Run 1, sizing map:
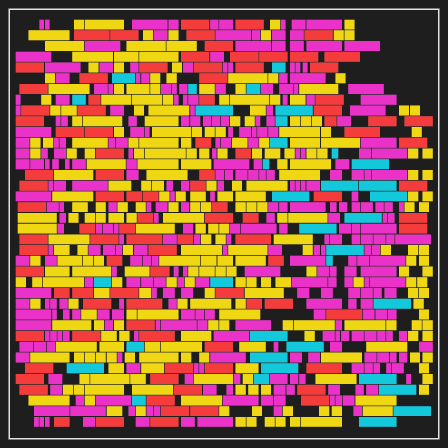
Run 1, track usage over the die:
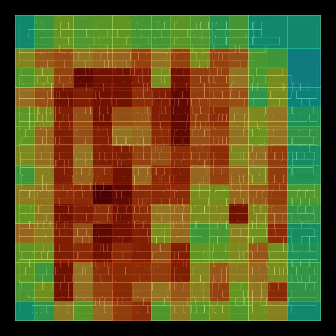
Run 1, cell area per tile:
11 x 11 tiles, from black (low) to pale yellow (high), 0 to 100% covered.
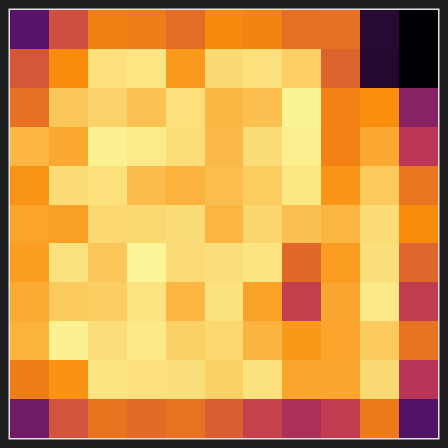
==> config.mk <==
export PLATFORM = sky130hd
export DESIGN_NAME = fetch_pc_ctrl
export DESIGN_NICKNAME = d
export VERILOG_FILES = /design/src/rtl/fetch_pc_ctrl.sv
export SDC_FILE = /design/constraint.sdc
export NUM_CORES = 1
export LEC_CHECK = 0
export CAP_MARGIN = 20
export CORE_UTILIZATION = 41
export CTS_CLUSTER_SIZE = 12
export DETAILED_ROUTE_END_ITERATION = 10
export PLACE_DENSITY = 0.84
export SLEW_MARGIN = 20
export SYNTH_ARGS = -nofsm -noshare
export SYNTH_HDL_FRONTEND = slang
export SYNTH_SLANG_ARGS = --single-unit
==> constraint.sdc <==
create_clock -name clk -period 2.3 [get_ports clk]
set_clock_uncertainty 0.2 [all_clocks]
set_input_delay 0.46 -clock clk [delete_from_list [all_inputs] [get_ports clk]]
set_output_delay 0.46 -clock clk [all_outputs]
set_load 0.1 [all_outputs]
==> impl_metrics.json, run 1 <==
{
  "yosys-stat-area_mm2": 0.00464,
  "clock_area_share_pct": 3.07,
  "drive_gt1_share_pct": 55.3,
  "violations": "negative setup slack",
  "hold_buffers": 1,
  "drv_slew": 0,
  "comb_cells": 324,
  "cts_resized": 46,
  "outcome": "finished, violations left",
  "die_width_um": 108,
  "p_seq_share_pct": 30.2,
  "core_area_mm2": 0.0109,
  "nClkBuffers": 10,
  "hold_depth": 1,
  "overflow": 0,
  "power_leakage_nw": 3.97,
  "drt-pass1-iter-count": 5,
  "sh_comb_area_pct": 33.0,
  "pwr-share-clk_pct": 22.4,
  "cts.reportedPaths.clkPinSlew_ns": 0.08,
  "setup_viol": 33,
  "via_count": 5108,
  "routabilityCongestion": 0.861,
  "ys_sh_simple_pct": 23.4,
  "nets": 765,
  "cp_common_cell": "buf_12",
  "start_kind": "flip-flop",
  "clockBufferDepth": 2,
  "ys_seq_share_pct": 51.2,
  "grt_pass1_wl_mm": 26.5,
  "postCtsSetupRepairBufs": 24,
  "slew_headroom_pct": 56.3,
  "power_mw": 6.61,
  "synth_flops": 95,
  "clock_latency_ns": 0.36,
  "numPlacedInstances": 820,
  "p_int_mw": 3.60,
  "ir_drop_v": 0.000675,
  "dpl.hpwl_mm": 11.8,
  "synth_warnings": 0,
  "common_cells": "dfrtp_1, xnor2_1, nand2_1",
  "postPlaceCellArea_mm2": 0.00836,
  "netSwitchingFraction_pct": 45.5,
  "largest_register_ff_count": 32,
  "root_buffer": "clkbuf_16",
  "async_flop_share_pct": 100,
  "synthXorXnorAreaFrac_pct": 13.4,
  "fin_ws_ns": -0.569
}
## Picture notes: 'sizing map'
color	size	cells
magenta	drive 1 or less	327
yellow	drive 3 to 4	273
cyan	drive 2	35
red	drive 6 and up	97
final setup margin: -0.569 ns
count of plain and timing-repair buffers: 289
cell area after layout: 0.00921 mm2

## Picture notes: 'track usage over the die'
GRT busiest layer: met2
Global Route Usage Sum: 30.2%

## Picture notes: 'cell area per tile'
tiles over 75% full	66%
fullest tile	98%
mean over tiles	77%
Finished Core Util: 84.2%
FP Util: 42.5%

-- run 1: power by group through the flow --
stage          Clock [mW]  Sequential [mW]  Combinational (mW)
3_5_place_dp            0             2.01                2.99
2_1_floorplan           0             3.09               0.908
3_3_place_gp            0             2.00                2.95
4_1_cts              1.48             1.98                3.04
6_report             1.48             1.99                3.13
5_1_grt              1.56             2.01                3.20
-- run 1: metal layers --
metal  share of wire [%]  vias to the layer above  GRT usage [%]
met2                  51                      338           51.8
met5                   0                        -              0
met3                 8.0                       91           6.39
met1                  36                     2535           34.9
met4                 5.0                        0           17.5
li1                    -                     2144              -
-- run 1: critical path, delay by kind of cell, from the launching register on --
kind                      cells  cell delay [ns]
DFF                           1             0.43
buffers and inverters         2             0.36
xor gates and xnor gates      1             0.20
and+or+nand+nor               3             0.85
--- run 2 (diff from run 1) ---
PLACE_DENSITY = default   (was 0.84)
PLACE_DENSITY_LB_ADDON = 0.25   (was default)
SETUP_SLACK_MARGIN = 0.4   (was default)
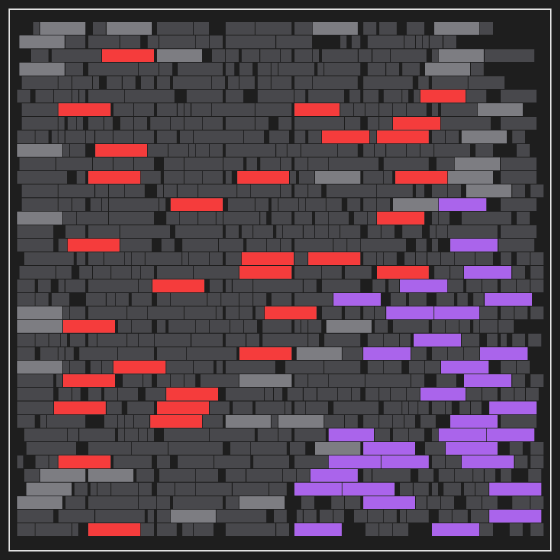
Run 2: sequential cells grouped by signal name
Other sequential cells in the stronger gray, the rest of the logic in the fainter gray.
color	netlist name	sequential cells
red	`pc`	30
purple	`fetch_count`	32
P_seq: 2.01 mW
flop share of the area: 25.5%
Finished Core Util: 90.8%

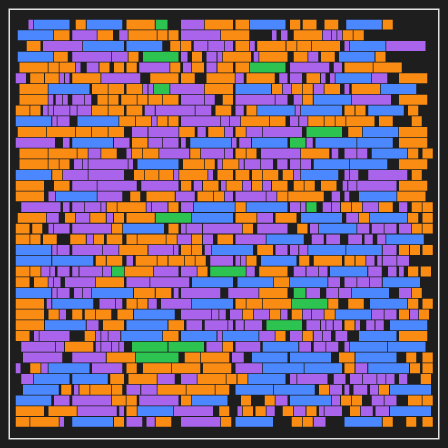
Run 2: cell classes on the final placement
color	class	cells
orange	other buffers and delay cells	320
blue	flops	95
purple	all other logic	332
green	clock drivers and dummy loads	16
cell area after layout: 0.00993 mm2
num rows: 38
Core Box Area: 0.0109 mm2

==> run 2 against run 1 <==
Effect of this change:
- the flow still finishes with violations (negative setup slack)
- hold slack lost 0.014 ns
- area after synthesis unchanged
- power is 5.4% higher
- largest cell class unchanged
- count of clock-buffer cells in the layout fell by 1
- synthesized cell count unchanged
- first-iteration DRC count up 14%
==> impl_metrics.json, run 2 <==
{
  "outcome": "finished, violations left",
  "violations": "negative setup slack",
  "grt_use_total_pct": 31.8,
  "fin_ws_ns": -0.591,
  "comb_cells": 324,
  "grt_pass1_wl_mm": 28.1,
  "numPlacedInstances": 812,
  "drive_gt1_share_pct": 62.0,
  "netSwitchingFraction_pct": 45.7,
  "slew_headroom_pct": 52.3,
  "initial_core_util_pct": 42.5,
  "cp_num_cells": 6,
  "synth_flops": 95,
  "overflow": 0,
  "nClkBuffers": 9,
  "cp_top_family": "simple AND/OR/NAND/NOR gates",
  "ys_sh_simple_pct": 23.4,
  "async_flop_share_pct": 100,
  "clock_area_share_pct": 3.14,
  "cts.reportedPaths.clkPinSlew_ns": 0.08,
  "synth_warnings": 0,
  "postPlaceCellArea_mm2": 0.00845,
  "p_seq_share_pct": 28.9,
  "die_width_um": 108,
  "crit_buf_inv": 2,
  "maxPowerGroup": "combinational logic",
  "dpl.hpwl_mm": 11.5,
  "pwr-share-clk_pct": 23.8,
  "power_mw": 6.97,
  "setup_viol": 32,
  "clock_latency_ns": 0.36,
  "via_count": 5410,
  "pg_comb_mw": 3.29,
  "power_leakage_nw": 4.28,
  "largest_register_ff_count": 32,
  "drv_slew": 0
}
run 2: cell counts after synthesis:
Identical to the previous run, type by type.
run 2: repair_timing:
item / in CTS / in global routing
gates cloned: 1 / 2
setup endpoints to repair: 82 / 83
resized: 69 / 68
setup buffers: 31 / 40
hold buffers: 1 / 0
pin swaps: 37 / 55
endpoints found under the hold margin: 39 / 0
run 2: cell families after synthesis:
logic type               after synthesis
AND-OR/OR-AND                         47
XOR/XNOR                              71
adder cells (fa/ha/maj)                2
buffers and inverters                 44
flip-flops                            95
multiplexers                           2
other                                  1
AND/OR/NAND/NOR                      196
run 2: metal layers:
| metal | GRT usage, % | share of wire (%) |
|---|---|---|
| met1 | 38.2 | 37 |
| met2 | 53.8 | 50 |
| met3 | 7.78 | 7.8 |
| met4 | 14.6 | 5.1 |
| met5 | 0 | 0 |
--- run 3 (diff from run 2) ---
CTS_CLUSTER_SIZE = 40   (was 12)
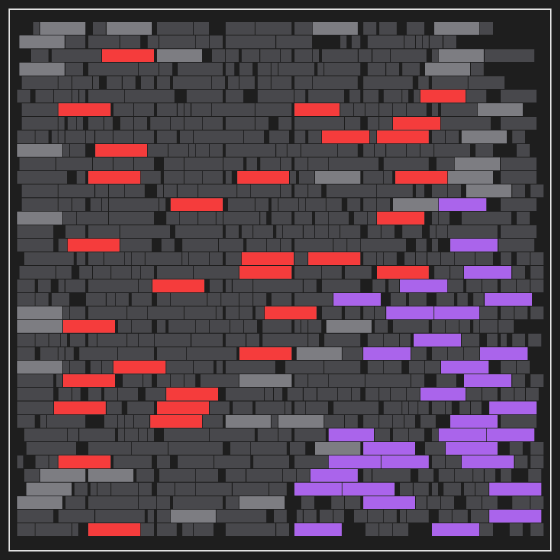
Run 3: sequential cells grouped by signal name
Other sequential cells in the stronger gray, the rest of the logic in the fainter gray.
color	netlist name	sequential cells
red	`pc`	30
purple	`fetch_count`	32
not colored	33
register area: 0.00253 mm2

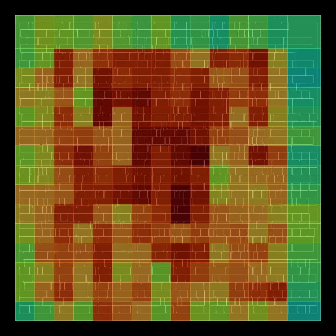
Run 3: track usage over the die
met2 usage: 53.8%
Global Route Usage Sum: 31.8%
post-DR wirelength/cell: 24.7 um
met1 Use GR: 38.2%

==> run 3 against run 2 <==
Effect of this change:
- the run still ends with negative setup slack left
- maximum frequency is the same
- sequential share of layout area unchanged
- count of clock-buffer cells in the layout unchanged
- non-clock buffer count unchanged
- critical path type unchanged
==> impl_metrics.json, run 3 <==
{
  "outcome": "finished, violations left",
  "violations": "negative setup slack",
  "clock_latency_ns": 0.36,
  "synth_flops": 95,
  "grt_pass1_wl_mm": 28.1,
  "setup_viol": 32,
  "via_count": 5410,
  "hold_buffers": 1,
  "cp_top_family": "simple AND/OR/NAND/NOR gates",
  "design_area_mm2": 0.00993,
  "drv_slew": 0,
  "top_layer": "met4",
  "clock_area_share_pct": 3.14,
  "initial_core_util_pct": 42.5,
  "fin_ws_ns": -0.591,
  "crit_buf_inv": 2,
  "die_width_um": 108,
  "grt.met3_usage_pct": 7.78,
  "postCtsSetupRepairBufs": 31,
  "largest_register_ff_count": 32,
  "seq_area_share_pct": 25.5,
  "dpl.hpwl_mm": 11.5,
  "cts.reportedPaths.clkPinSlew_ns": 0.08
}
## run 3: cell counts after synthesis
Identical to the previous run, type by type.
## run 3: kinds of logic (layout without fill, tap and decap cells)
| kind of cell | count (synthesis) | after routing | share of synthesized area (%) |
|---|---|---|---|
| AOI/OAI and AO/OA | 47 | 47 | 6.55 |
| xor gates and xnor gates | 71 | 71 | 13.4 |
| adders and majority gates | 2 | 2 | 0.539 |
| buffers and inverters | 44 | 344 | 4.37 |
| DFF | 95 | 95 | 51.2 |
| muxes | 2 | 2 | 0.458 |
| other | 1 | 7 | 0.0808 |
| and+or+nand+nor | 196 | 196 | 23.4 |
## run 3: where the power goes
group,switching [mW],internal [mW],total (mW)
Sequential,0.165,1.85,2.01
Combinational,2.23,1.06,3.29
Clock,0.789,0.871,1.66
Power is estimated from default activity; no workload was simulated.
